### Clock wires, drivers and flops, run 1

Scale bar: 100 um.
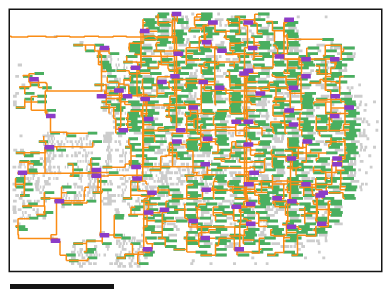
### Supply network, run 1

Pins as bars on the die edge. Tap cells in gray.
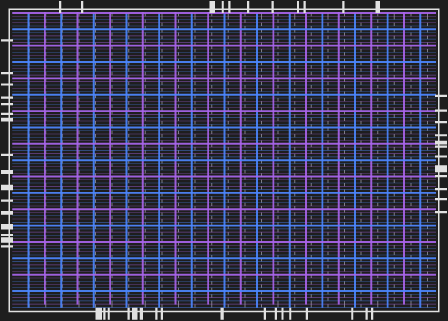
### Clock routing, run 1

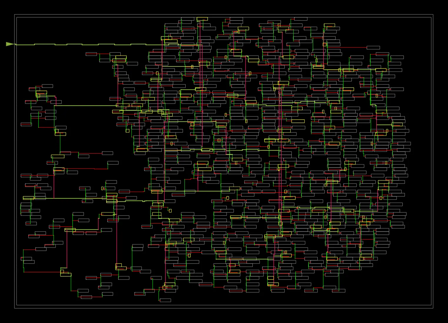
--- src/rtl/cam_pixel_capture_pkg.sv ---
`default_nettype none
// ----------------------------------------------------------------------------
// cam_cap_pkg: shared FSM states, decimation codes and FIFO entry layout. Rev 1.0
// ----------------------------------------------------------------------------
package cam_cap_pkg;

    typedef enum logic [1:0] {
        ST_IDLE    = 2'd0,
        ST_WAIT_VS = 2'd1,
        ST_CAPTURE = 2'd2
    } cap_state_t;

    localparam logic [1:0] DECIM_1 = 2'd0;
    localparam logic [1:0] DECIM_2 = 2'd1;
    localparam logic [1:0] DECIM_4 = 2'd2;

    // Code 3 shares the /4 shift with code 2.
    function automatic logic [1:0] decim_shift(input logic [1:0] code);
        case (code)
            DECIM_1: decim_shift = 2'd0;
            DECIM_2: decim_shift = 2'd1;
            default: decim_shift = 2'd2;
        endcase
    endfunction

    // FIFO entry = {sof, eol, y, x, data}, data in the low bits.
    function automatic int ent_x_lsb(input int pix_w);
        return pix_w;
    endfunction

    function automatic int ent_y_lsb(input int pix_w, input int x_w);
        return pix_w + x_w;
    endfunction

    function automatic int ent_eol_bit(input int pix_w, input int x_w, input int y_w);
        return pix_w + x_w + y_w;
    endfunction

    function automatic int ent_width(input int pix_w, input int x_w, input int y_w);
        return pix_w + x_w + y_w + 2;
    endfunction

endpackage
`default_nettype wire

--- src/rtl/cam_pixel_capture_if.sv ---
`default_nettype none
// ----------------------------------------------------------------------------
// cam_pixel_capture_if: valid/ready pixel stream toward the framebuffer writer. Rev 1.0
// ----------------------------------------------------------------------------
interface cam_pixel_capture_if #(
    parameter int PIX_W = 16,
    parameter int X_W   = 10,
    parameter int Y_W   = 10
);
    logic             o_valid;
    logic             i_ready;
    logic [PIX_W-1:0] o_data;
    logic [X_W-1:0]   o_x;
    logic [Y_W-1:0]   o_y;
    logic             o_sof;
    logic             o_eol;

    modport master (output o_valid, o_data, o_x, o_y, o_sof, o_eol, input i_ready);
    modport slave  (input o_valid, o_data, o_x, o_y, o_sof, o_eol, output i_ready);
endinterface
`default_nettype wire

--- src/rtl/cam_pixel_capture_fifo.sv ---
`default_nettype none
// ----------------------------------------------------------------------------
// cam_cap_fifo: single-clock first-word-fall-through FIFO. Rev 1.0
// ----------------------------------------------------------------------------
module cam_cap_fifo #(
    parameter int DATA_W  = 8,
    parameter int FIFO_AW = 4
) (
    input  wire logic              CLK,
    input  wire logic              RST_X,
    input  wire logic              wr_en,
    input  wire logic [DATA_W-1:0] wr_data,
    output logic                   full,
    input  wire logic              rd_en,
    output logic [DATA_W-1:0]      rd_data,
    output logic                   empty
);
    localparam int DEPTH = 1 << FIFO_AW;

    logic [DATA_W-1:0] mem [DEPTH];
    logic [FIFO_AW:0]  wptr;
    logic [FIFO_AW:0]  rptr;
    logic              do_wr;
    logic              do_rd;

    assign empty = (wptr == rptr);
    assign full  = (wptr[FIFO_AW] != rptr[FIFO_AW]) &&
                   (wptr[FIFO_AW-1:0] == rptr[FIFO_AW-1:0]);
    assign do_wr = wr_en && !full;
    assign do_rd = rd_en && !empty;

    // Storage is not reset; the read port is masked while empty instead.
    assign rd_data = empty ? '0 : mem[rptr[FIFO_AW-1:0]];

    always_ff @(posedge CLK) begin
        if (do_wr) mem[wptr[FIFO_AW-1:0]] <= wr_data;
    end

    always_ff @(posedge CLK or negedge RST_X) begin
        if (!RST_X) begin
            wptr <= '0;
            rptr <= '0;
        end else begin
            if (do_wr) wptr <= wptr + 1'b1;
            if (do_rd) rptr <= rptr + 1'b1;
        end
    end
endmodule
`default_nettype wire

--- src/rtl/cam_pixel_capture.sv ---
`default_nettype none
// ----------------------------------------------------------------------------
// cam_pixel_capture: oversampled parallel-camera capture with decimation and FIFO. Rev 1.0
// ----------------------------------------------------------------------------
module cam_pixel_capture
    import cam_cap_pkg::*;
#(
    parameter int PIX_W       = 16,
    parameter int X_W         = 10,
    parameter int Y_W         = 10,
    parameter int FRAME_W     = 320,
    parameter int FRAME_H     = 240,
    parameter int SYNC_STAGES = 2,
    parameter int FIFO_AW     = 4
) (
    input  wire logic       CLK,
    input  wire logic       RST_X,
    input  wire logic       cam_pclk,
    input  wire logic       cam_vsync,
    input  wire logic       cam_href,
    input  wire logic [7:0] cam_din,
    input  wire logic       i_enable,
    input  wire logic       i_bpp2,
    input  wire logic [1:0] i_decim,
    cam_pixel_capture_if.master pix,
    output logic [7:0]      o_frame_cnt,
    output logic [15:0]     o_ovf_cnt,
    output logic            o_line_err
);
    localparam int SW      = 11;
    localparam int X_LSB   = ent_x_lsb(PIX_W);
    localparam int Y_LSB   = ent_y_lsb(PIX_W, X_W);
    localparam int EOL_BIT = ent_eol_bit(PIX_W, X_W, Y_W);
    localparam int SOF_BIT = EOL_BIT + 1;
    localparam int ENTRY_W = ent_width(PIX_W, X_W, Y_W);
    localparam logic [X_W-1:0] FW_X = X_W'(FRAME_W);
    localparam logic [Y_W-1:0] FH_Y = Y_W'(FRAME_H);

    logic [SW*SYNC_STAGES-1:0] sync_sr;
    logic [SW-1:0]             sync_out;
    logic                      s_pclk, s_vsync, s_href;
    logic [7:0]                s_din;
    logic                      pclk_prev, pclk_rise;
    logic                      href_q, vsync_q, href_fall, vsync_rise;

    cap_state_t state, state_nxt;
    logic       vs_seen, capturing, frame_start;
    logic       bpp2_l;
    logic [1:0] shift_l, dmask;
    logic       phase;
    logic [7:0] hi_byte;
    logic [X_W-1:0] x_raw, eol_x;
    logic [Y_W-1:0] y_raw;
    logic             pix_done, keep;
    logic [PIX_W-1:0] pix_val;
    logic             push;
    logic [ENTRY_W-1:0] entry_q, rd_data;
    logic             fifo_full, fifo_empty;

    assign sync_out = sync_sr[SW*SYNC_STAGES-1 -: SW];
    assign s_pclk   = sync_out[10];
    assign s_vsync  = sync_out[9];
    assign s_href   = sync_out[8];
    assign s_din    = sync_out[7:0];

    // Edges of href/vsync are only judged on PCLK rising samples.
    assign pclk_rise  = s_pclk && !pclk_prev;
    assign href_fall  = pclk_rise && href_q && !s_href;
    assign vsync_rise = pclk_rise && !vsync_q && s_vsync;

    assign capturing   = (state == ST_CAPTURE);
    assign frame_start = (state == ST_WAIT_VS) && (state_nxt == ST_CAPTURE);
    assign pix_done    = capturing && pclk_rise && s_href && !vsync_rise && (!bpp2_l || phase);
    assign pix_val     = bpp2_l ? PIX_W'({hi_byte, s_din}) : PIX_W'(s_din);

    always_comb begin
        case (shift_l)
            2'd0:    dmask = 2'b00;
            2'd1:    dmask = 2'b01;
            default: dmask = 2'b11;
        endcase
    end

    assign eol_x = FW_X - (X_W'(1) << shift_l);
    assign keep  = ((x_raw[1:0] & dmask) == 2'b00) && ((y_raw[1:0] & dmask) == 2'b00) &&
                   (x_raw < FW_X) && (y_raw < FH_Y);

    always_ff @(posedge CLK or negedge RST_X) begin
        if (!RST_X) state <= ST_IDLE;
        else        state <= state_nxt;
    end

    always_comb begin
        state_nxt = state;
        case (state)
            ST_IDLE:    if (i_enable) state_nxt = ST_WAIT_VS;
            ST_WAIT_VS: begin
                if (!i_enable)                            state_nxt = ST_IDLE;
                else if (vs_seen && pclk_rise && !s_vsync) state_nxt = ST_CAPTURE;
            end
            ST_CAPTURE: if (vsync_rise) state_nxt = i_enable ? ST_WAIT_VS : ST_IDLE;
            default:    state_nxt = ST_IDLE;
        endcase
    end

    always_ff @(posedge CLK or negedge RST_X) begin
        if (!RST_X) begin
            sync_sr     <= '0;
            pclk_prev   <= 1'b0;
            href_q      <= 1'b0;
            vsync_q     <= 1'b0;
            vs_seen     <= 1'b0;
            bpp2_l      <= 1'b0;
            shift_l     <= 2'd0;
            phase       <= 1'b0;
            hi_byte     <= 8'd0;
            x_raw       <= '0;
            y_raw       <= '0;
            push        <= 1'b0;
            entry_q     <= '0;
            o_frame_cnt <= 8'd0;
            o_ovf_cnt   <= 16'd0;
            o_line_err  <= 1'b0;
        end else begin
            sync_sr   <= {sync_sr[SW*(SYNC_STAGES-1)-1:0], cam_pclk, cam_vsync, cam_href, cam_din};
            pclk_prev <= s_pclk;
            if (pclk_rise) begin
                href_q  <= s_href;
                vsync_q <= s_vsync;
            end

            if (state != ST_WAIT_VS)        vs_seen <= 1'b0;
            else if (pclk_rise && s_vsync)  vs_seen <= 1'b1;

            o_line_err <= capturing && href_fall && (x_raw != FW_X);
            push       <= pix_done && keep;
            if (pix_done)
                entry_q <= {(x_raw == '0) && (y_raw == '0), x_raw == eol_x,
                            y_raw >> shift_l, x_raw >> shift_l, pix_val};

            if (capturing && vsync_rise) o_frame_cnt <= o_frame_cnt + 8'd1;
            // Full is judged before any same-cycle pop, so a stalled FIFO always drops.
            if (push && fifo_full && (o_ovf_cnt != 16'hFFFF)) o_ovf_cnt <= o_ovf_cnt + 16'd1;

            if (frame_start) begin
                x_raw   <= '0;
                y_raw   <= '0;
                phase   <= 1'b0;
                bpp2_l  <= i_bpp2;
                shift_l <= decim_shift(i_decim);
            end else if (capturing && vsync_rise) begin
                x_raw <= '0;
                phase <= 1'b0;
            end else if (capturing && pclk_rise) begin
                if (!s_href) begin
                    phase <= 1'b0;
                    if (href_fall) begin
                        x_raw <= '0;
                        if ((x_raw != '0) && (y_raw != '1)) y_raw <= y_raw + 1'b1;
                    end
                end else if (bpp2_l && !phase) begin
                    hi_byte <= s_din;
                    phase   <= 1'b1;
                end else begin
                    phase <= 1'b0;
                    if (x_raw != '1) x_raw <= x_raw + 1'b1;
                end
            end
        end
    end

    cam_cap_fifo #(
        .DATA_W (ENTRY_W),
        .FIFO_AW(FIFO_AW)
    ) u_fifo (
        .CLK    (CLK),
        .RST_X  (RST_X),
        .wr_en  (push),
        .wr_data(entry_q),
        .full   (fifo_full),
        .rd_en  (pix.i_ready),
        .rd_data(rd_data),
        .empty  (fifo_empty)
    );

    assign pix.o_valid = !fifo_empty;
    assign pix.o_data  = rd_data[PIX_W-1:0];
    assign pix.o_x     = rd_data[X_LSB +: X_W];
    assign pix.o_y     = rd_data[Y_LSB +: Y_W];
    assign pix.o_eol   = rd_data[EOL_BIT];
    assign pix.o_sof   = rd_data[SOF_BIT];
endmodule
`default_nettype wire

--- src/flat_wrapper.sv ---
// flat-port wrapper written by rule: the top's interface ports become plain ports
module cam_pixel_capture_flat import cam_cap_pkg::*;
#(
    parameter int PIX_W       = 16,
    parameter int X_W         = 10,
    parameter int Y_W         = 10,
    parameter int FRAME_W     = 320,
    parameter int FRAME_H     = 240,
    parameter int SYNC_STAGES = 2,
    parameter int FIFO_AW     = 4
)
  (CLK, RST_X, cam_pclk, cam_vsync, cam_href, cam_din, i_enable, i_bpp2, i_decim, o_frame_cnt, o_ovf_cnt, o_line_err, pix_o_valid, pix_o_data, pix_o_x, pix_o_y, pix_o_sof, pix_o_eol, pix_i_ready);
  cam_pixel_capture_if #(.PIX_W(PIX_W), .X_W(X_W), .Y_W(Y_W)) pix_i ();
  input  wire logic CLK;
  input  wire logic RST_X;
  input  wire logic cam_pclk;
  input  wire logic cam_vsync;
  input  wire logic cam_href;
  input  wire logic [7:0] cam_din;
  input  wire logic i_enable;
  input  wire logic i_bpp2;
  input  wire logic [1:0] i_decim;
  output logic [7:0] o_frame_cnt;
  output logic [15:0] o_ovf_cnt;
  output logic o_line_err;
  output wire logic [$bits(pix_i.o_valid)-1:0] pix_o_valid;
  output wire logic [$bits(pix_i.o_data)-1:0] pix_o_data;
  output wire logic [$bits(pix_i.o_x)-1:0] pix_o_x;
  output wire logic [$bits(pix_i.o_y)-1:0] pix_o_y;
  output wire logic [$bits(pix_i.o_sof)-1:0] pix_o_sof;
  output wire logic [$bits(pix_i.o_eol)-1:0] pix_o_eol;
  input wire logic [$bits(pix_i.i_ready)-1:0] pix_i_ready;
  assign pix_o_valid = pix_i.o_valid;
  assign pix_o_data = pix_i.o_data;
  assign pix_o_x = pix_i.o_x;
  assign pix_o_y = pix_i.o_y;
  assign pix_o_sof = pix_i.o_sof;
  assign pix_o_eol = pix_i.o_eol;
  assign pix_i.i_ready = pix_i_ready;
  cam_pixel_capture #(.PIX_W(PIX_W), .X_W(X_W), .Y_W(Y_W), .FRAME_W(FRAME_W), .FRAME_H(FRAME_H), .SYNC_STAGES(SYNC_STAGES), .FIFO_AW(FIFO_AW)) u_core (.CLK(CLK), .RST_X(RST_X), .cam_pclk(cam_pclk), .cam_vsync(cam_vsync), .cam_href(cam_href), .cam_din(cam_din), .i_enable(i_enable), .i_bpp2(i_bpp2), .i_decim(i_decim), .pix(pix_i), .o_frame_cnt(o_frame_cnt), .o_ovf_cnt(o_ovf_cnt), .o_line_err(o_line_err));
endmodule
--- config.mk ---
export PLATFORM = sky130hd
export DESIGN_NAME = cam_pixel_capture_flat
export DESIGN_NICKNAME = d
export VERILOG_FILES = /design/src/rtl/cam_pixel_capture_pkg.sv /design/src/rtl/cam_pixel_capture_if.sv /design/src/rtl/cam_pixel_capture_fifo.sv /design/src/rtl/cam_pixel_capture.sv /design/src/flat_wrapper.sv
export SDC_FILE = /design/constraint.sdc
export NUM_CORES = 1
export LEC_CHECK = 0
export CELL_PAD_IN_SITES_DETAIL_PLACEMENT = 1
export CELL_PAD_IN_SITES_GLOBAL_PLACEMENT = 2
export CORE_ASPECT_RATIO = 0.7
export CORE_MARGIN = 1.5
export CORE_UTILIZATION = 34
export DETAILED_ROUTE_END_ITERATION = 8
export PLACE_DENSITY = 0.68
export SLEW_MARGIN = 10
export SYNTH_ARGS = -nofsm -noshare
export SYNTH_HDL_FRONTEND = slang
export SYNTH_SLANG_ARGS = --single-unit
--- constraint.sdc ---
create_clock -name CLK -period 3.9 [get_ports CLK]
set_input_delay 0.78 -clock CLK [delete_from_list [all_inputs] [get_ports CLK]]
set_output_delay 0.78 -clock CLK [all_outputs]
set_load 0.03 [all_outputs]
==> qor.txt, run 1 <==
Status: complete, no violations
Commonest cells post-synth: edfxtp_1 (608), mux4_2 (160), dfrtp_1 (134)
Clock network power share: 0.449
RD Place Congestion: 0.709
Inverters: 15
Multi-In Gates: 703
GRT Util Overall: 0.161
CP required: 3.12 ns
Final hold vios: 0
DIE WIDTH: 356 um
Met2 routed WL: 32400 um
Vias in the first global route: 16119
P&R area growth vs syn: 17.4%
Worst Max-Slew Pin Slew: 0.962 ns
Reg power frac: 0.536
CP most frequent cell: buf_4
Switching part of the total: 0.212
Die area: 0.0889 mm^2
YS warnings: 0
ANT nets after route: 0
P_int: 13.2 mW
CTS resizes: 2
CTS root buf: clkbuf_16
Die height: 250 um
Met2 Use GR: 0.244
Setup TNS: 0 ns
Worst path depth: 8
Antenna Cells: 0
Slew Viols, Final: 0
Setup Fix Bufs, Post-CTS: 1
FFs w/ async S/R, synth: 0.181
NumNets Final: 1717
Slowest stage cell, crit path: dfrtp_4
Top area cells in the synthesized netlist: edfxtp_1 (62%), mux4_2 (12%), dfrtp_1 (11%), a211oi_1 (2.0%), mux2i_1 (1.6%)
Net count after synthesis: 1584
Total cells reported by yosys after synthesis: 1553
Synth area leader: edfxtp_1
Yosys top cell by instances: edfxtp_1
First DRT Iteration DRCs: 1026
Mapped Cells: 1553
Routed metal-1 wire length: 34300 um
Sink Count: 742
Met3 WL: 3340 um
Setup slack, reg-to-reg: 0.93 ns
Synth logic family: multiplexers
Tool warning count: 31
Worst VDD drop: 0.279 mV
Placeable Area: 0.0863 mm^2
Slowest stage delay, CP: 0.60 ns
Pre-CTS WS: 0.563 ns
Unrepaired setup endpoints after global routing: no
Fin crit period: 3.73 ns
Mean Syn Cell Area: 19.1 um^2
Leakage power: 11.5 nW
Fraction of area in registers: 0.622
Reg2Reg Launch Point: u_core.u_fifo.rptr[1]
Number of max-cap violations: 0
Yosys adder share: 0.00549
Commonest flop: edfxtp_1
Xor/xnor share: 0.0118
FILL cells: 8371
# rows: 90
Reg2reg end: u_core.u_fifo.mem[1][5]
Final worst setup slack: 0.168 ns
Fin Hold WS: 0.210 ns
Fp_density: 0.343
Nonclk buf count: 147
DPL Wire Length: 41400 um
Area leader share: 0.616
Logic area: 0.00757 mm^2
GR Util met1: 0.243
Clock buffers: 100
Post-synth regs: 742
Total routed wirelength: 71100 um
Slew HR: 0.359
I/O Buffers: 81
First-pass GRT wire length: 107000 um
CP Capture Type: output pin
Drt drc: 0
Clk pin slew, worst setup/hold paths: 0.07 ns
Worst Setup Start Kind: register
FF/Latch Area: 0.0216 mm^2
# IOs: 82
Post-synth design cell area: 0.0296 mm^2
Routed len/inst: 24.5 um
Ao+oa area frac: 0.0355
Comb pwr share: 0.016
Layout clock area frac: 0.0740
Max frequency: 0.268 GHz
Crit share post-route: 0.957
Critical Path Start: u_core.u_fifo.rptr[1]
DRT Pass-1 Iters: 5
PD cells: 480 mW/mm^2
Hold Crit Class: input port to async pin
Highest metal used: met4
Crit path kind: register to output pin
CP Capture Point: pix_o_y[7]
WP data arrival: 2.95 ns
Net switching power: 3.54 mW
Non-clock buffer share of cell area: 0.0437
Hold-fix buffers, CTS: 0
Antenna violations before repair: 3
Top delay family on crit path: buffers and inverters
CTS tree: yes
Comb area share: 0.218
Number of flip-flops under the largest register name: 608
Pin count of the biggest net entering global routing: 84
Mux share: 0.150
Via-to-Cell Ratio: 5.22
GRT overflow: 0
Clock skew: 0.0292 ns
Final setup violation count: 0
Clk latency late pin: 0.64 ns
Routed vias: 15125
H-tree depth: 3
Top class by area: flip-flops and latches
M3 GR Usage: 0.0271
R2R cell count: 7
Back to the opening pictures, 'Clock wires, drivers and flops':
[purple] clock-net drivers | count: 77
[orange] clock wires | length: 9320 um
[green] flip-flops | count: 742
routed clock nets: 78

Back to the opening pictures, 'Supply network':
[blue] VSS
[purple] VDD
met4 straps: 25
rows: 90
met1 rails: 91
tap cells: 1150

Back to the opening pictures, 'Clock routing':
P_clk: 7.49 mW
seq_cells: 742
CTS Buf Count: 77

run 1: power groups by stage:
stage / sequential [mW] / clock [mW] / combinational (mW)
2_1_floorplan: 8.96 / 0 / 0.205
3_3_place_gp: 9.09 / 0 / 0.264
3_5_place_dp: 9.11 / 0 / 0.271
4_1_cts: 8.94 / 7.68 / 0.273
5_1_grt: 8.97 / 7.94 / 0.302
6_report: 8.94 / 7.49 / 0.265
run 1: cells in the final DEF, fill, tap and decap left out, types with 8 or more instances in the layout:
cell type | synthesis | layout
edfxtp_1 | 608 | 608
mux4_2 | 160 | 160
dfrtp_1 | 134 | 130
buf_4 | 9 | 82
clkbuf_16 | 0 | 79
a211oi_1 | 78 | 77
nand2_1 | 71 | 71
mux2i_1 | 47 | 47
nor2b_1 | 43 | 43
clkdlybuf4s50_1 | 0 | 41
nor2_1 | 43 | 31
xnor2_1 | 31 | 31
o21ai_0 | 31 | 31
mux2_2 | 30 | 30
buf_12 | 0 | 20
nand4_1 | 19 | 19
clkbuf_1 | 41 | 18
nand3_1 | 16 | 16
inv_1 | 15 | 14
ha_1 | 13 | 13
a21oi_1 | 12 | 12
nor2_4 | 0 | 12
clkinv_1 | 0 | 12
nor4_1 | 10 | 10
and3_1 | 10 | 10
xor2_1 | 9 | 9
clkinv_2 | 0 | 9
a31oi_1 | 8 | 8
bufinv_16 | 0 | 8
run 1: per-stage QoR:
| step | utilization | power (mW) | cells | area, um^2 |
|---|---|---|---|---|
| 2_1_floorplan | - | 9.16 | 1553 | 29600 |
| 3_3_place_gp | 0.372 | 9.35 | 2750 | 32100 |
| 3_5_place_dp | 0.372 | 9.38 | 2750 | 32100 |
| 4_1_cts | 0.403 | 16.9 | 2893 | 34700 |
| 5_1_grt | 0.403 | 17.2 | 2899 | 34800 |
| 6_report | 0.403 | 16.7 | 2899 | 34800 |
==> run 1 -> run 2 <==
HOLD_SLACK_MARGIN = 0.1   (was not set)
### Clock wires, drivers and flops, run 2

Scale bar: 100 um.
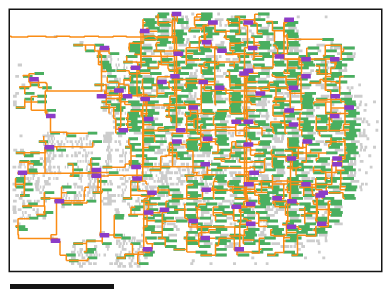
[orange] clock wires | length: 9320 um
[green] flip-flops | count: 742
[purple] clock-net drivers | count: 77
routed clock nets: 78

==> qor.txt, run 2 <==
Max Buffers Root-to-Sink: 3
Number of flip-flops under the largest register name: 608
Via-to-Cell Ratio: 5.22
Placed insts: 2750
Drt drc: 0
GRT Util Overall: 0.161
First DRT Iteration DRCs: 1026
Post-synth regs: 742
# IOs: 82
FILL cells: 8371
Post-synth EDFFs: 608
Tot Pwr: 16.7 mW
Antenna violations before repair: 3
Fin crit period: 3.73 ns
Post-DP Area: 0.0321 mm^2
P_int: 13.2 mW
Comb pwr share: 0.016
Slew Viols, Final: 0
P&R area growth vs syn: 17.4%
Tool warning count: 31
Most instantiated logic cells after routing: edfxtp_1 (608), mux4_2 (160), dfrtp_1 (130)
Met2 Use GR: 0.244
YS warnings: 0
Mean Syn Cell Area: 19.1 um^2
I/O Buffers: 81
Setup TNS: 0 ns
Distinct lib cells used: 58
Commonest cells post-synth: edfxtp_1 (608), mux4_2 (160), dfrtp_1 (134)
First-pass GRT wire length: 107000 um
DRT Pass-1 Iters: 5
NumNets Final: 1717
Synth area leader: edfxtp_1
Pre-CTS WS: 0.563 ns
Leakage power: 11.5 nW
Max frequency: 0.268 GHz
Setup slack, reg-to-reg: 0.93 ns
Crit path kind: register to output pin
Post-route cell area: 0.0348 mm^2
PD cells: 480 mW/mm^2
Final hold vios: 0
Final Util: 0.403
Antenna Cells: 0
Net switching power: 3.54 mW
Unrepaired setup endpoints after global routing: no
Reg power frac: 0.536
Final worst setup slack: 0.168 ns
Sequential power: 8.94 mW
Comb group: 0.265 mW
Routed vias: 15125
Clk latency late pin: 0.64 ns
H-tree depth: 3
CTS tree: yes
Seq share, synth: 0.729
Crit share post-route: 0.957
RD Place Congestion: 0.709
DPL Wire Length: 41400 um
Critical path fanouts, max: 41
Total cells reported by yosys after synthesis: 1553
# rows: 90
Switching part of the total: 0.212
Total routed wirelength: 71100 um
Post-synth design cell area: 0.0296 mm^2
DIE WIDTH: 356 um
P_clk: 7.49 mW
Clock skew: 0.0292 ns
Yosys top cell by instances: edfxtp_1
Top area cells in the synthesized netlist: edfxtp_1 (62%), mux4_2 (12%), dfrtp_1 (11%), a211oi_1 (2.0%), mux2i_1 (1.6%)
Worst Max-Slew Pin Slew: 0.962 ns
Fp_density: 0.343
Sink Count: 742
Status: complete, no violations
Clk pin slew, worst setup/hold paths: 0.07 ns
M3 GR Usage: 0.0271
CP required: 3.12 ns
Die area: 0.0889 mm^2
Placeable Area: 0.0863 mm^2
WP data arrival: 2.95 ns
Biggest consumer: sequential cells
Most frequent logic cell in the layout: edfxtp_1
GRT overflow: 0
Routed len/inst: 24.5 um
Clock network power share: 0.449
Final Non-Filler Cells: 2899
CTS Buf Count: 77
Pin count of the biggest net entering global routing: 84
Slew HR: 0.359
Mapped Cells: 1553
Net count after synthesis: 1584
Logic area: 0.00757 mm^2
ANT nets after route: 0
Area leader share: 0.616
GR Util met1: 0.243
FFs w/ async S/R, synth: 0.181
Vias in the first global route: 16119
Commonest flop: edfxtp_1
CTS root buf: clkbuf_16
Fin Hold WS: 0.210 ns
CP Capture Type: output pin
Hold Crit Class: input port to async pin
Fraction of layout cells with a size suffix above 1: 0.256
Worst VDD drop: 0.279 mV
Layer carrying the most global-route usage: met2
Post-synthesis chip area from yosys: 0.0296 mm^2
FF/Latch Area: 0.0216 mm^2
Worst Setup Start Kind: register
Final setup violation count: 0
Number of max-cap violations: 0
Die height: 250 um
==> run 2: cell families (layout without fill, tap and decap cells) <==
group,count (synthesis),count (layout),synth area share
compound gates,151,151,0.0355
simple gates,258,258,0.0477
xor+xnor,40,40,0.0118
buf+inv,108,304,0.0196
mux,241,241,0.150
flops,742,742,0.729
fa+ha+maj,13,13,0.00549
==> run 2: layout make-up <==
cell class              count  area share
multi-input cells         703       0.218
clock buffers             100      0.0600
clock inverters            42      0.0141
inverters                  15     0.00162
well taps                1150      0.0414
repair buffers            147      0.0437
flip-flops and latches    742       0.622
==> run 2: critical path, cell delays in order, from the launching register on <==
cell	delay (ns)
dfrtp_4	0.60
buf_4	0.22
xnor2_1	0.19
nand4_2	0.27
nor2_4	0.19
buf_12	0.31
a211oi_1	0.12
buf_4	0.20
buf_4	0.17
==> run 2: path summary, 6_finish.rpt <==
path,cells past startpoint,to,start
worst min register to register,0,u_core.sync_sr[12],u_core.sync_sr[1]
min in group CLK,0,u_core.sync_sr[12],u_core.sync_sr[1]
worst min-delay path,1,u_core.sync_sr[7],RST_X
worst max-delay path,8,pix_o_y[7],u_core.u_fifo.rptr[1]
worst max register to register,7,u_core.u_fifo.mem[1][5],u_core.u_fifo.rptr[1]
max in group asynchronous,2,u_core.u_fifo.rptr[3],RST_X
==> run 2: what timing repair did <==
item / 4_1_cts / 5_1_grt
resized: 2 / 0
hold buffers: 0 / 0
endpoints found under the setup margin: 21 / 8
buffers inserted: 1 / 6
==> run 2: per-layer routing <==
metal	wire length (um)	vias to the layer above	part of all wire
li1	-	6522	-
met1	34300	8195	0.48
met2	32400	320	0.46
met3	3340	88	0.047
met4	1150	0	0.016
met5	0	-	0
Power and IR drop assume default switching activity.
